**Run 1: the metal 1 layer**

The bar under the picture is 20 um long.
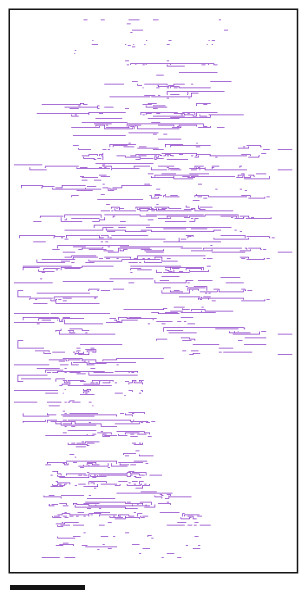
**Run 1: M2 wires**

The bar under the picture is 20 um long.
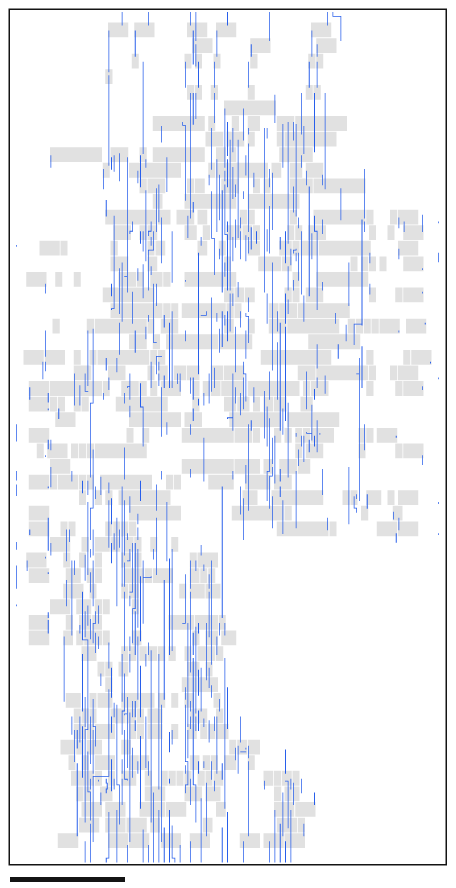
**Run 1: M3 wires**

The bar under the picture is 20 um long.
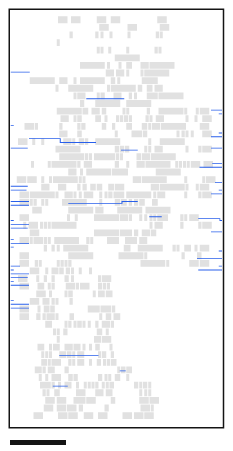
**src/rtl/mc_if.sv**
```systemverilog
// Bus bundle between the multi-cycle controller and the datapath/memory side.
// The master side is the controller; the slave side is the datapath and memories.
interface mc_if #(
    parameter int W_CNT = 32
);
    logic [31:0]      instr;
    logic             zero;
    logic             imem_req;
    logic             imem_rdy;
    logic             dmem_req;
    logic             dmem_we;
    logic             dmem_rdy;
    logic             ir_we;
    logic             pc_we;
    logic [1:0]       npc_sel;
    logic             reg_we;
    logic [1:0]       reg_dst;
    logic [1:0]       wd_sel;
    logic             alu_src;
    logic [1:0]       alu_op;
    logic             ext_op;
    logic             illegal;
    logic [2:0]       state;
    logic [W_CNT-1:0] retired;

    modport master (
        input  instr, zero, imem_rdy, dmem_rdy,
        output imem_req, dmem_req, dmem_we, ir_we, pc_we, npc_sel, reg_we,
               reg_dst, wd_sel, alu_src, alu_op, ext_op, illegal, state, retired
    );

    modport slave (
        output instr, zero, imem_rdy, dmem_rdy,
        input  imem_req, dmem_req, dmem_we, ir_we, pc_we, npc_sel, reg_we,
               reg_dst, wd_sel, alu_src, alu_op, ext_op, illegal, state, retired
    );
endinterface

```
**src/rtl/mc_ctrl.sv**
```systemverilog
// Multi-cycle controller for the MIPS-subset CPU: sequences FETCH/DECODE/EXEC/MEM/WB,
// drives the datapath enables and selects, handshakes with both memories and counts
// retired instructions. All outputs are held at zero while reset is asserted.
module mc_ctrl #(
    parameter int W_CNT = 32
) (
    input logic  clk,
    input logic  reset,
    mc_if.master bus
);
    typedef enum logic [2:0] {
        FETCH  = 3'd0,
        DECODE = 3'd1,
        EXEC   = 3'd2,
        MEM    = 3'd3,
        WB     = 3'd4,
        HALT   = 3'd5
    } state_t;

    typedef enum logic [3:0] {
        I_ADDU, I_SUBU, I_JR, I_ORI, I_LUI, I_LW, I_SW, I_BEQ, I_J, I_JAL, I_BAD
    } iclass_t;

    state_t           state_q, state_d;
    logic [W_CNT-1:0] retired_q, retired_d;
    logic             illegal_q, illegal_d;

    iclass_t          cls;
    logic [5:0]       op;
    logic [5:0]       funct;
    logic             unused_instr_bits;

    // ALU controls implied by the instruction, shared by EXEC and the states that hold them
    logic             alu_src_a;
    logic [1:0]       alu_op_a;
    logic             ext_op_a;

    // Raw (pre-reset-gating) outputs
    logic             imem_req_c, dmem_req_c, dmem_we_c, ir_we_c, pc_we_c, reg_we_c;
    logic [1:0]       npc_sel_c, reg_dst_c, wd_sel_c, alu_op_c;
    logic             alu_src_c, ext_op_c;

    assign op                = bus.instr[31:26];
    assign funct             = bus.instr[5:0];
    assign unused_instr_bits = ^bus.instr[25:6];

    // Classify the current IR contents into the supported instruction set
    always_comb begin
        cls = I_BAD;
        case (op)
            6'b000000: begin
                case (funct)
                    6'b100001: cls = I_ADDU;
                    6'b100011: cls = I_SUBU;
                    6'b001000: cls = I_JR;
                    default:   cls = I_BAD;
                endcase
            end
            6'b001101: cls = I_ORI;
            6'b001111: cls = I_LUI;
            6'b100011: cls = I_LW;
            6'b101011: cls = I_SW;
            6'b000100: cls = I_BEQ;
            6'b000010: cls = I_J;
            6'b000011: cls = I_JAL;
            default:   cls = I_BAD;
        endcase
    end

    // ALU operand/operation selection per instruction class
    always_comb begin
        alu_src_a = 1'b0;
        alu_op_a  = 2'b00;
        ext_op_a  = 1'b0;
        case (cls)
            I_SUBU: alu_op_a = 2'b01;
            I_BEQ: begin
                alu_op_a = 2'b01;
                ext_op_a = 1'b1;
            end
            I_ORI: begin
                alu_src_a = 1'b1;
                alu_op_a  = 2'b10;
            end
            I_LUI: begin
                alu_src_a = 1'b1;
                alu_op_a  = 2'b11;
            end
            I_LW, I_SW: begin
                alu_src_a = 1'b1;
                ext_op_a  = 1'b1;
            end
            default: ;
        endcase
    end

    // Next-state and output decode for the instruction sequencer
    always_comb begin
        state_d    = state_q;
        illegal_d  = illegal_q;
        imem_req_c = 1'b0;
        dmem_req_c = 1'b0;
        dmem_we_c  = 1'b0;
        ir_we_c    = 1'b0;
        pc_we_c    = 1'b0;
        npc_sel_c  = 2'b00;
        reg_we_c   = 1'b0;
        reg_dst_c  = 2'b00;
        wd_sel_c   = 2'b00;
        alu_src_c  = 1'b0;
        alu_op_c   = 2'b00;
        ext_op_c   = 1'b0;
        case (state_q)
            FETCH: begin
                imem_req_c = 1'b1;
                if (bus.imem_rdy) begin
                    ir_we_c = 1'b1;
                    state_d = DECODE;
                end
            end
            DECODE: begin
                case (cls)
                    I_J: begin
                        pc_we_c   = 1'b1;
                        npc_sel_c = 2'b10;
                        state_d   = FETCH;
                    end
                    I_JAL: begin
                        pc_we_c   = 1'b1;
                        npc_sel_c = 2'b10;
                        reg_we_c  = 1'b1;
                        reg_dst_c = 2'b10;
                        wd_sel_c  = 2'b10;
                        state_d   = FETCH;
                    end
                    I_JR: begin
                        pc_we_c   = 1'b1;
                        npc_sel_c = 2'b11;
                        state_d   = FETCH;
                    end
                    I_BAD: begin
                        illegal_d = 1'b1;
                        state_d   = HALT;
                    end
                    default: state_d = EXEC;
                endcase
            end
            EXEC: begin
                alu_src_c = alu_src_a;
                alu_op_c  = alu_op_a;
                ext_op_c  = ext_op_a;
                case (cls)
                    I_BEQ: begin
                        pc_we_c   = 1'b1;
                        npc_sel_c = bus.zero ? 2'b01 : 2'b00;
                        state_d   = FETCH;
                    end
                    I_LW, I_SW: state_d = MEM;
                    default:    state_d = WB;
                endcase
            end
            MEM: begin
                alu_src_c  = alu_src_a;
                alu_op_c   = alu_op_a;
                ext_op_c   = ext_op_a;
                dmem_req_c = 1'b1;
                dmem_we_c  = (cls == I_SW);
                if (bus.dmem_rdy) begin
                    if (cls == I_SW) begin
                        pc_we_c = 1'b1;
                        state_d = FETCH;
                    end else begin
                        state_d = WB;
                    end
                end
            end
            WB: begin
                alu_src_c = alu_src_a;
                alu_op_c  = alu_op_a;
                ext_op_c  = ext_op_a;
                reg_we_c  = 1'b1;
                pc_we_c   = 1'b1;
                reg_dst_c = (cls == I_ADDU || cls == I_SUBU) ? 2'b01 : 2'b00;
                wd_sel_c  = (cls == I_LW) ? 2'b01 : 2'b00;
                state_d   = FETCH;
            end
            HALT: ;
            default: state_d = FETCH;
        endcase
    end

    // Retired counter advances on every PC update, wrapping naturally
    always_comb begin
        retired_d = retired_q + W_CNT'(pc_we_c);
    end

    // State, sticky illegal flag and retired counter registers
    always_ff @(posedge clk or negedge reset) begin
        if (!reset) begin
            state_q   <= FETCH;
            retired_q <= '0;
            illegal_q <= 1'b0;
        end else begin
            state_q   <= state_d;
            retired_q <= retired_d;
            illegal_q <= illegal_d;
        end
    end

    // Outputs are forced low while reset is held so any outstanding request drops at once
    assign bus.imem_req = reset & imem_req_c;
    assign bus.dmem_req = reset & dmem_req_c;
    assign bus.dmem_we  = reset & dmem_we_c;
    assign bus.ir_we    = reset & ir_we_c;
    assign bus.pc_we    = reset & pc_we_c;
    assign bus.npc_sel  = reset ? npc_sel_c : 2'b00;
    assign bus.reg_we   = reset & reg_we_c;
    assign bus.reg_dst  = reset ? reg_dst_c : 2'b00;
    assign bus.wd_sel   = reset ? wd_sel_c : 2'b00;
    assign bus.alu_src  = reset & alu_src_c;
    assign bus.alu_op   = reset ? alu_op_c : 2'b00;
    assign bus.ext_op   = reset & ext_op_c;
    assign bus.illegal  = reset & illegal_q;
    assign bus.state    = reset ? state_q : 3'd0;
    assign bus.retired  = reset ? retired_q : '0;
endmodule

```
**src/flat_wrapper.sv**
```systemverilog
// flat-port wrapper written by rule: the top's interface ports become plain ports
module mc_ctrl_flat 
#(
    parameter int W_CNT = 32
)
  (clk, reset, bus_instr, bus_zero, bus_imem_rdy, bus_dmem_rdy, bus_imem_req, bus_dmem_req, bus_dmem_we, bus_ir_we, bus_pc_we, bus_npc_sel, bus_reg_we, bus_reg_dst, bus_wd_sel, bus_alu_src, bus_alu_op, bus_ext_op, bus_illegal, bus_state, bus_retired);
  mc_if #(.W_CNT(W_CNT)) bus_i ();
  input logic clk;
  input logic reset;
  input wire logic [$bits(bus_i.instr)-1:0] bus_instr;
  input wire logic [$bits(bus_i.zero)-1:0] bus_zero;
  input wire logic [$bits(bus_i.imem_rdy)-1:0] bus_imem_rdy;
  input wire logic [$bits(bus_i.dmem_rdy)-1:0] bus_dmem_rdy;
  output wire logic [$bits(bus_i.imem_req)-1:0] bus_imem_req;
  output wire logic [$bits(bus_i.dmem_req)-1:0] bus_dmem_req;
  output wire logic [$bits(bus_i.dmem_we)-1:0] bus_dmem_we;
  output wire logic [$bits(bus_i.ir_we)-1:0] bus_ir_we;
  output wire logic [$bits(bus_i.pc_we)-1:0] bus_pc_we;
  output wire logic [$bits(bus_i.npc_sel)-1:0] bus_npc_sel;
  output wire logic [$bits(bus_i.reg_we)-1:0] bus_reg_we;
  output wire logic [$bits(bus_i.reg_dst)-1:0] bus_reg_dst;
  output wire logic [$bits(bus_i.wd_sel)-1:0] bus_wd_sel;
  output wire logic [$bits(bus_i.alu_src)-1:0] bus_alu_src;
  output wire logic [$bits(bus_i.alu_op)-1:0] bus_alu_op;
  output wire logic [$bits(bus_i.ext_op)-1:0] bus_ext_op;
  output wire logic [$bits(bus_i.illegal)-1:0] bus_illegal;
  output wire logic [$bits(bus_i.state)-1:0] bus_state;
  output wire logic [$bits(bus_i.retired)-1:0] bus_retired;
  assign bus_i.instr = bus_instr;
  assign bus_i.zero = bus_zero;
  assign bus_i.imem_rdy = bus_imem_rdy;
  assign bus_i.dmem_rdy = bus_dmem_rdy;
  assign bus_imem_req = bus_i.imem_req;
  assign bus_dmem_req = bus_i.dmem_req;
  assign bus_dmem_we = bus_i.dmem_we;
  assign bus_ir_we = bus_i.ir_we;
  assign bus_pc_we = bus_i.pc_we;
  assign bus_npc_sel = bus_i.npc_sel;
  assign bus_reg_we = bus_i.reg_we;
  assign bus_reg_dst = bus_i.reg_dst;
  assign bus_wd_sel = bus_i.wd_sel;
  assign bus_alu_src = bus_i.alu_src;
  assign bus_alu_op = bus_i.alu_op;
  assign bus_ext_op = bus_i.ext_op;
  assign bus_illegal = bus_i.illegal;
  assign bus_state = bus_i.state;
  assign bus_retired = bus_i.retired;
  mc_ctrl #(.W_CNT(W_CNT)) u_core (.clk(clk), .reset(reset), .bus(bus_i));
endmodule
```
**config.mk**
```make
export PLATFORM = sky130hd
export DESIGN_NAME = mc_ctrl_flat
export DESIGN_NICKNAME = d
export VERILOG_FILES = /design/src/rtl/mc_if.sv /design/src/rtl/mc_ctrl.sv /design/src/flat_wrapper.sv
export SDC_FILE = /design/constraint.sdc
export NUM_CORES = 1
export LEC_CHECK = 0
export ABC_AREA = 1
export CAP_MARGIN = 20
export CELL_PAD_IN_SITES_DETAIL_PLACEMENT = 0
export CELL_PAD_IN_SITES_GLOBAL_PLACEMENT = 2
export CORE_AREA = 2 2 74 147
export CTS_CLUSTER_DIAMETER = 50
export DETAILED_ROUTE_END_ITERATION = 7
export DIE_AREA = 0 0 76 149
export GPL_ROUTABILITY_DRIVEN = 0
export MAX_ROUTING_LAYER = met4
export PLACE_DENSITY = 0.92
export SLEW_MARGIN = 25
export SYNTH_ARGS = -nofsm -noshare
export SYNTH_HDL_FRONTEND = slang
export SYNTH_SLANG_ARGS = --single-unit
```
**constraint.sdc**
```tcl
create_clock -name clk -period 5.25 [get_ports clk]
set_input_delay 1.575 -clock clk [delete_from_list [all_inputs] [get_ports clk]]
set_output_delay 1.575 -clock clk [all_outputs]
set_load 0.02 [all_outputs]
```
==> metrics.yaml, run 1 <==
status: "finished clean"
worst-setup-path-type: "primary input to output pin"
fmax_mhz: 196
vdd_drop_max_mv: 0.138
cts_root_buf: "clkbuf_16"
power_leakage_uw: 0.00197
reg2reg_slack_ns: 2.64
holdPathEnd: "u_core.illegal_q"
rsz0062_at_grt: "false"
wl_per_cell_um: 10.7
finalHoldViolCount: 0
cp.required_ns: 3.68
cap_violations: 0
coreArea_sq_um: 10300
cp-end-kind: "output pin"
min_from: "u_core.illegal_q"
grt-ovfl-total: 0
die-area_sq_um: 11300
r2r-start: "u_core.state_q[1]"
fin_nets: 494
drtIter0Drc: 124
cts_made_buffers: 5
yosys_cells: 368
numSynthFlops: 36
clockBufferDepth: 2
vias: 2430
ant_nets: 0
yosysTopAreaCell: "dfrtp_1"
fillers: 1113
route.final.wire_length_um: 6310
worstReg2RegEnd: "u_core.retired_q[24]"
detailed_place_hpwl_um: 5080
post-cts-setup-buffer-count: 0
path_max_fanout: 3
synth_area_per_cell_sq_um: 7.07
antenna_found_initial: 0
tightest_slew_ns: 0.489
synthTopCellsByArea: "dfrtp_1 (35%), nand2_1 (13%), inv_1 (11%), xor2_1 (6.4%), nor2_1 (5.8%)"
die_h_um: 149
synth-edff-count: 0
grt_pass1_wl_um: 10900
yosysWarnings: 0
warning_count: 47
area_growth_pct: 41.2
fp_util_pct: 25.3
grt_pass1_vias: 2302
finalSetupViolCount: 0
About 'the metal 1 layer':
nets with wire on the layer: 427
longest straight run: 22.5 um
main direction: horizontal

About 'M2 wires':
nets with wire on the layer: 371
main direction: vertical
share of all routed wire: 46%
longest straight run: 29.9 um
wire length on this layer: 2880 um

About 'M3 wires':
longest straight run: 19.1 um
share of all routed wire: 3.9%
main direction: horizontal
nets with wire on the layer: 43
wire length on this layer: 248 um

## run 1: kinds of logic (layout without fill, tap and decap cells)
logic type | after synthesis | count (layout) | synth area share, %
AOI/OAI and AO/OA | 11 | 11 | 2.98
DFF | 36 | 36 | 34.6
and+or+nand+nor | 204 | 204 | 38.2
adders and majority gates | 3 | 3 | 1.44
buffers and inverters | 84 | 170 | 12.4
xor gates and xnor gates | 30 | 30 | 10.4
## run 1: how the worst max path moves through the flow
stage | from | endpoint | slack, ns
finish | bus_instr[28] | bus_ext_op | 0.15
global route | bus_instr[29] | bus_reg_dst[1] | 0.005
CTS | bus_instr[31] | bus_pc_we | 0.09
detailed placement | bus_instr[29] | bus_pc_we | -0.18
global placement | bus_instr[31] | bus_pc_we | -0.21
floorplan | bus_instr[31] | bus_reg_we | 0.71
## run 1: cells in the mapped netlist (2+ instances only)
library cell / n
nand2_1: 88
inv_1: 75
nor2_1: 40
dfrtp_1: 36
nand3_1: 22
xor2_1: 19
nor3_1: 14
xnor2_1: 10
nand2_2: 9
nand4_1: 8
nor2_2: 6
a21oi_1: 5
nand3_2: 5
nor2_4: 4
buf_1: 3
ha_1: 3
nor3_2: 3
buf_2: 2
inv_2: 2
## run 1: worst max-delay path, stage by stage
cell and delay [ns]:
clkdlybuf4s50_1 0.54, inv_1 0.09, nor2_1 0.11, nand3_2 0.09, buf_4 0.15, buf_4 0.13
nand3_1 0.10, nand2_1 0.06, inv_1 0.07, clkdlybuf4s50_1 0.59
## run 1: state kept, by name, summed over array words and instances, names as in the netlist
| name | flops |
|---|---|
| u_core.illegal_q | 1 |
| u_core.state_q | 3 |
| u_core.retired_q | 32 |
## run 1: power breakdown
part | internal, uW | switching [uW] | total, uW
logic | 106 | 150 | 256
registers | 305 | 35.7 | 341
clock network | 172 | 102 | 274
## run 1: layout make-up
class / count / share of cell area [%]
clock buffers: 6 / 3.51
clock inverters: 1 / 0.136
inverters: 78 / 7.97
multi-input cells: 248 / 37.7
flip-flops and latches: 36 / 24.5
well taps: 137 / 4.67
repair buffers: 85 / 21.5
## run 1: layer usage
| metal | track usage (%) | wire length, um | vias up |
|---|---|---|---|
| li1 | - | - | 1290 |
| met1 | 16.2 | 3130 | 1084 |
| met2 | 18.8 | 2880 | 52 |
| met3 | 2.24 | 247 | 4 |
| met4 | 2.73 | 42 | 0 |
| met5 | - | 0 | - |
## run 1: through the flow
stage	setup slack (ns)	utilization [%]	TNS [ns]	cell area [sq um]	power, uW
after global routing	0.00480	35.7	0	3670	932
after detailed placement	-0.180	34.5	-1.05	3550	605
after floorplan	0.714	-	0	2600	500
after global placement	-0.214	34.5	-1.19	3550	603
after CTS	0.0883	35.8	0	3680	883
final	0.152	35.7	0	3670	870
## run 1: repair_timing
| action | 4_1_cts | 5_1_grt |
|---|---|---|
| gates cloned | 0 | 0 |
| resized | 8 | 10 |
| hold endpoints to repair | 0 | 0 |
| hold buffers | 0 | 0 |
| endpoints found under the setup margin | 7 | 7 |
**Run 1: track usage over the die**

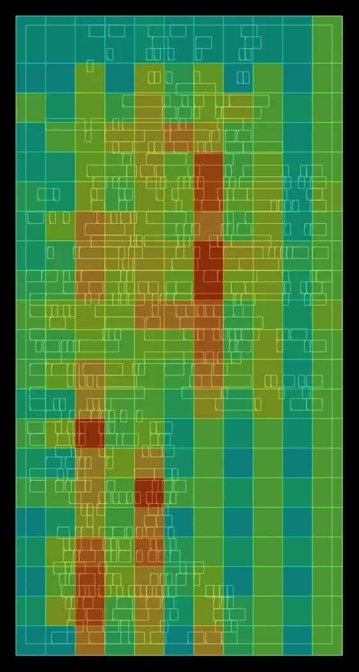

==> run 1 -> run 2 <==
- RECOVER_POWER: unset -> 100
**Run 2: track usage over the die**

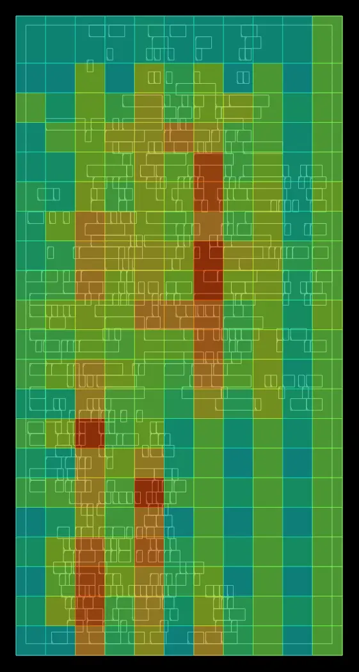
Global Route met1 Usage: 16.2%
Global Route Usage Sum: 12.0%
grt peak-use layer: met2
final core utilization: 35.1%
met3 global-route usage: 2.24%

==> run 2 against run 1 <==
  * Clock skew barely moved
  * Setup slack better by 0.021 ns
  * Combinational power decreased by 5%
  * Routed wire length is 0.11% higher
  * Global-route usage stayed put
  * Synthesized cell count stayed put
  * Register-to-register slack worse by 0.38 ns
  * Highest routed layer unchanged
==> metrics.yaml, run 2 <==
status: "finished clean"
slew_violations: 0
cp-start-kind: "primary input"
synth.top_cell.area_share_pct: 34.6
cp.arrival_ns: 3.50
cts_tree: "done"
period_used_pct: 96.7
grt_max_degree: 38
slowest_stage: "clkdlybuf4s50_1"
path_cells: "clkdlybuf4s50_1 -> inv_1 -> nor2_1 -> nand3_2 -> clkbuf_1 -> buf_4 -> nand3_1 -> nand2_1 -> inv_1 -> clkdlybuf4s50_1"
yosys_cells: 368
wl_per_cell_um: 10.7
synth_area_per_cell_sq_um: 7.07
clk_latency_ns: 0.28
floorplan.rows: 53
vdd_drop_max_mv: 0.133
ys_seq_share_pct: 34.6
die_h_um: 149
top_regs: "u_core.retired_q x32, u_core.state_q x3, u_core.illegal_q x1"
finalSetupViolCount: 0
finClkSkew_ns: 0.00156
holdCritPathClass: "register to register"
path_buffers: 6
detailed_place_hpwl_um: 5080
fmax_mhz: 197
warning_count: 47
ant_nets: 0
viasPerCell: 4.11
lay_top_count: "nand2_1"
cts_root_buf: "clkbuf_16"
drc: 0
portBuffers: 68
largest_register_ffs: 32
antenna_found_initial: 0
yosysChipArea_sq_um: 2600
clockBufferDepth: 2
common_cells: "nand2_1 (88), inv_1 (75), nor2_1 (40)"
critPathTopFamily: "buffers and inverters"
synth-edff-count: 0
p_total_uw: 860
async_flop_share_pct: 100
floorplan.nets: 408
top_cell: "nand2_1"
antenna_cells: 0
die_w_um: 76
cts_made_buffers: 5
synthTopCellsByArea: "dfrtp_1 (35%), nand2_1 (13%), inv_1 (11%), xor2_1 (6.4%), nor2_1 (5.8%)"
area_growth_pct: 38.8
ios: 89
h-tree-depth: 2
largest-register: "u_core.retired_q"
vias: 2430
fin_nets: 494
coreArea_sq_um: 10300
min_from: "u_core.illegal_q"
cellPowerDensity_nw_per_um2: 238
yosysWarnings: 0
route.final.wire_length_um: 6310
postCtsHoldBufs: 0
worst-setup-path-type: "primary input to output pin"
grt-ovfl-total: 0
post-cts-setup-buffer-count: 0
rsz0062_at_grt: "false"
relSlewSlack_pct: 60.8
r2r-start: "u_core.state_q[1]"
layout-drive-gt1-share_pct: 11.2
netlist_instances: 368
yosysUniqueCellTypes: 33
die-area_sq_um: 11300
lay_top_cells: "nand2_1 (90), inv_1 (75), nor2_1 (44), dlygate4sd3_1 (42), dfrtp_1 (36)"
finalHoldViolCount: 0
fp_util_pct: 25.3
yosysTopAreaCell: "dfrtp_1"
grt_pass1_vias: 2302
tightest_slew_ns: 0.584
min_period_ns: 5.08
cp.required_ns: 3.68
critical_path.max_stage_delay_ns: 0.59
drtIter0Drc: 130
cts_sinks: 36
first_pass_iters: 4
grt_pass1_wl_um: 10900
cp-end-kind: "output pin"
numSynthFlops: 36
flop_cell: "dfrtp_1"
power_leakage_uw: 0.00204
cap_violations: 0
crit_start: "bus_instr[28]"
path_max_fanout: 3
## run 2: final timing paths
kind,to,slack [ns],cells past startpoint
max,bus_ext_op,0.17,10
min in group asynchronous,u_core.retired_q[2],1.49,2
min,u_core.illegal_q,0.46,2
max in group asynchronous,u_core.retired_q[26],3.48,2
min reg2reg,u_core.illegal_q,0.46,2
max reg2reg,u_core.retired_q[24],2.26,14
## run 2: report_power, final
group / internal, uW / switching [uW]
Sequential: 305 / 35.8
Combinational: 96.6 / 148
Clock: 172 / 103
Total: 574 / 287
## run 2: cell type report
cell class / instances / area [sq um]
flip-flops and latches: 36 / 901
inverters: 78 / 293
clock buffers: 6 / 129
multi-input cells: 248 / 1340
fillers: 1127 / 6670
repair buffers: 85 / 774
well taps: 137 / 171
clock inverters: 1 / 5.00
## run 2: kinds of logic (layout without fill, tap and decap cells)
logic type | count (synthesis) | count (layout) | share of synthesized area (%)
and+or+nand+nor | 204 | 204 | 38.2
adders and majority gates | 3 | 3 | 1.44
xor gates and xnor gates | 30 | 30 | 10.4
buffers and inverters | 84 | 170 | 12.4
DFF | 36 | 36 | 34.6
AOI/OAI and AO/OA | 11 | 11 | 2.98
## run 2: repair_timing
item	in CTS	in global routing
resized	8	10
endpoints found under the setup margin	7	7
gates cloned	0	0
## run 2: stage by stage
step | TNS, ns | hold slack (ns) | instance area, sq um | setup WS [ns] | cells
finish | 0 | 0.464 | 3610 | 0.173 | 591
detailed placement | -1.05 | 0.452 | 3550 | -0.180 | 584
global placement | -1.19 | 0.453 | 3550 | -0.214 | 584
floorplan | 0 | 0.434 | 2600 | 0.714 | 368
CTS | 0 | 0.470 | 3680 | 0.0883 | 591
global route | 0 | 0.490 | 3610 | 0.00477 | 591
## run 2: worst min-delay path: stages, from the launching register on
cell and delay (ns):
dfrtp_1 0.34, inv_1 0.04, nand2_1 0.05
## run 2: metal layers
| metal | track usage [%] | vias up | part of all wire [%] |
|---|---|---|---|
| li1 | - | 1290 | - |
| met1 | 16.2 | 1080 | 49 |
| met2 | 18.8 | 56 | 46 |
| met3 | 2.24 | 4 | 4.3 |
| met4 | 2.73 | 0 | 0.67 |
| met5 | - | - | 0 |
==> run 2 -> run 3 <==
- CTS_CLUSTER_SIZE: unset -> 30
**Run 3: the metal 1 layer**

The bar under the picture is 20 um long.
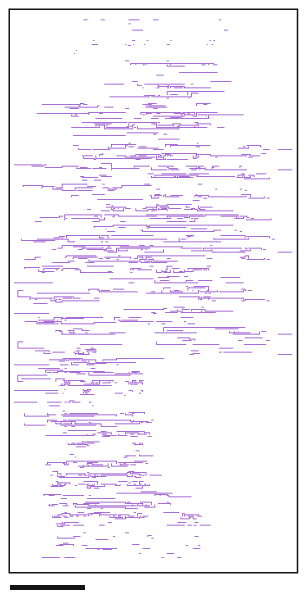
share of all routed wire: 49%
nets with wire on the layer: 429
longest straight run: 23.0 um

==> run 3 against run 2 <==
  * Non-clock buffer count unchanged
  * Synthesized cell count unchanged
  * Count of clock-buffer cells in the layout unchanged
  * Final area unchanged
  * Die size unchanged
  * Highest routed layer unchanged
==> metrics.yaml, run 3 <==
wl_per_cell_um: 10.7
async_flop_share_pct: 100
floorplan.nets: 408
top_cell: "nand2_1"
worst-setup-path-type: "primary input to output pin"
fin_cells: 591
cts_tree: "done"
first_pass_iters: 4
detailed_place_hpwl_um: 5080
synthTopCellsByArea: "dfrtp_1 (35%), nand2_1 (13%), inv_1 (11%), xor2_1 (6.4%), nor2_1 (5.8%)"
route.final.wire_length_um: 6310
grt_pass1_vias: 2302
coreArea_sq_um: 10300
synth-edff-count: 0
cp-end-kind: "output pin"
drc: 0
critPathTopFamily: "buffers and inverters"
power_leakage_uw: 0.00204
antenna_found_initial: 0
worst_slack_ns: 0.173
r2r-start: "u_core.state_q[1]"
viasPerCell: 4.11
finalHoldViolCount: 0
dp_cells: 584
finClkSkew_ns: 0.00156
cts_root_buf: "clkbuf_16"
path_max_fanout: 3
yosys_cells: 368
cts_sinks: 36
postCtsHoldBufs: 0
die_h_um: 149
die_w_um: 76
crit_end: "bus_ext_op"
portBuffers: 68
tightest_slew_ns: 0.584
largest_register_ffs: 32
path_cells: "clkdlybuf4s50_1 -> inv_1 -> nor2_1 -> nand3_2 -> clkbuf_1 -> buf_4 -> nand3_1 -> nand2_1 -> inv_1 -> clkdlybuf4s50_1"
crit_start: "bus_instr[28]"
common_cells: "nand2_1 (88), inv_1 (75), nor2_1 (40)"
clk_latency_ns: 0.28
lay_top_cells: "nand2_1 (90), inv_1 (75), nor2_1 (44), dlygate4sd3_1 (42), dfrtp_1 (36)"
grt_max_degree: 38
slowest_stage: "clkdlybuf4s50_1"
post-cts-setup-buffer-count: 0
drtIter0Drc: 130
antenna_cells: 0
largest-register: "u_core.retired_q"
grt_pass1_wl_um: 10900
r2r_cells: 14
worstReg2RegEnd: "u_core.retired_q[24]"
vias: 2430
cp.arrival_ns: 3.50
numSynthFlops: 36
yosysChipArea_sq_um: 2600
fin_nets: 494
status: "finished clean"
cts_made_buffers: 5
cp.required_ns: 3.68
critical_path_cell_count: 10
relSlewSlack_pct: 60.8
rsz0062_at_grt: "false"
slew_violations: 0
synth_area_per_cell_sq_um: 7.07
cellPowerDensity_nw_per_um2: 238
area_growth_pct: 38.8
grt_usage_pct: 12.0
cap_violations: 0
ios: 89
grt-ovfl-total: 0
==> run 3: area by class of cell <==
class                           count  area, sq um
Sequential cell                    36          901
Tap cell                          137          171
Clock buffer                        6          129
Fill cell                        1127         6670
Inverter                           78          293
Multi-Input combinational cell    248         1340
Clock inverter                      1         5.00
Timing Repair Buffer               85          774
==> run 3: how the worst min path moves through the flow <==
stage                           startpoint                to  depth (start not counted)
after CTS                 u_core.illegal_q  u_core.illegal_q                          2
after detailed placement  u_core.illegal_q  u_core.illegal_q                          2
after floorplan           u_core.illegal_q  u_core.illegal_q                          2
after global routing      u_core.illegal_q  u_core.illegal_q                          2
after global placement    u_core.illegal_q  u_core.illegal_q                          2
final                     u_core.illegal_q  u_core.illegal_q                          2
==> run 3: layer usage <==
metal / vias up / share of wire, % / GRT usage, %
li1: 1290 / - / -
met1: 1080 / 49 / 16.2
met2: 56 / 46 / 18.8
met3: 4 / 4.3 / 2.24
met4: 0 / 0.67 / 2.73
met5: - / 0 / -
==> run 3: stage by stage <==
step           utilization (%)  area (sq um)  total power, uW  setup TNS [ns]  hold WS [ns]
3_3_place_gp              34.5          3550              603           -1.19         0.453
4_1_cts                   35.8          3680              883               0         0.470
5_1_grt                   35.1          3610              921               0         0.490
6_report                  35.1          3610              860               0         0.464
2_1_floorplan                -          2600              500               0         0.434
3_5_place_dp              34.5          3550              605           -1.05         0.452
==> run 3: report_power, final <==
part,internal (uW),switching (uW)
Clock,172,103
Sequential,305,35.8
Combinational,96.6,148
==> run 3: cells by family after synthesis <==
| family | after synthesis | share of synthesized area (%) |
|---|---|---|
| xor+xnor | 30 | 10.4 |
| compound gates | 11 | 2.98 |
| buf+inv | 84 | 12.4 |
| flops | 36 | 34.6 |
| fa+ha+maj | 3 | 1.44 |
| simple gates | 204 | 38.2 |
==> run 3: repair_timing <==
item / in CTS / in global routing
resized: 8 / 10
setup endpoints to repair: 7 / 7
pin swaps: 0 / 0
cloned: 0 / 0
==> run 3: worst min-delay path, delay by kind of cell (launching register included) <==
family | cells | cell delay, ns
buffers and inverters | 1 | 0.04
DFF | 1 | 0.34
and+or+nand+nor | 1 | 0.05
Power figures rest on the tool's default switching activity, not on a simulated workload.
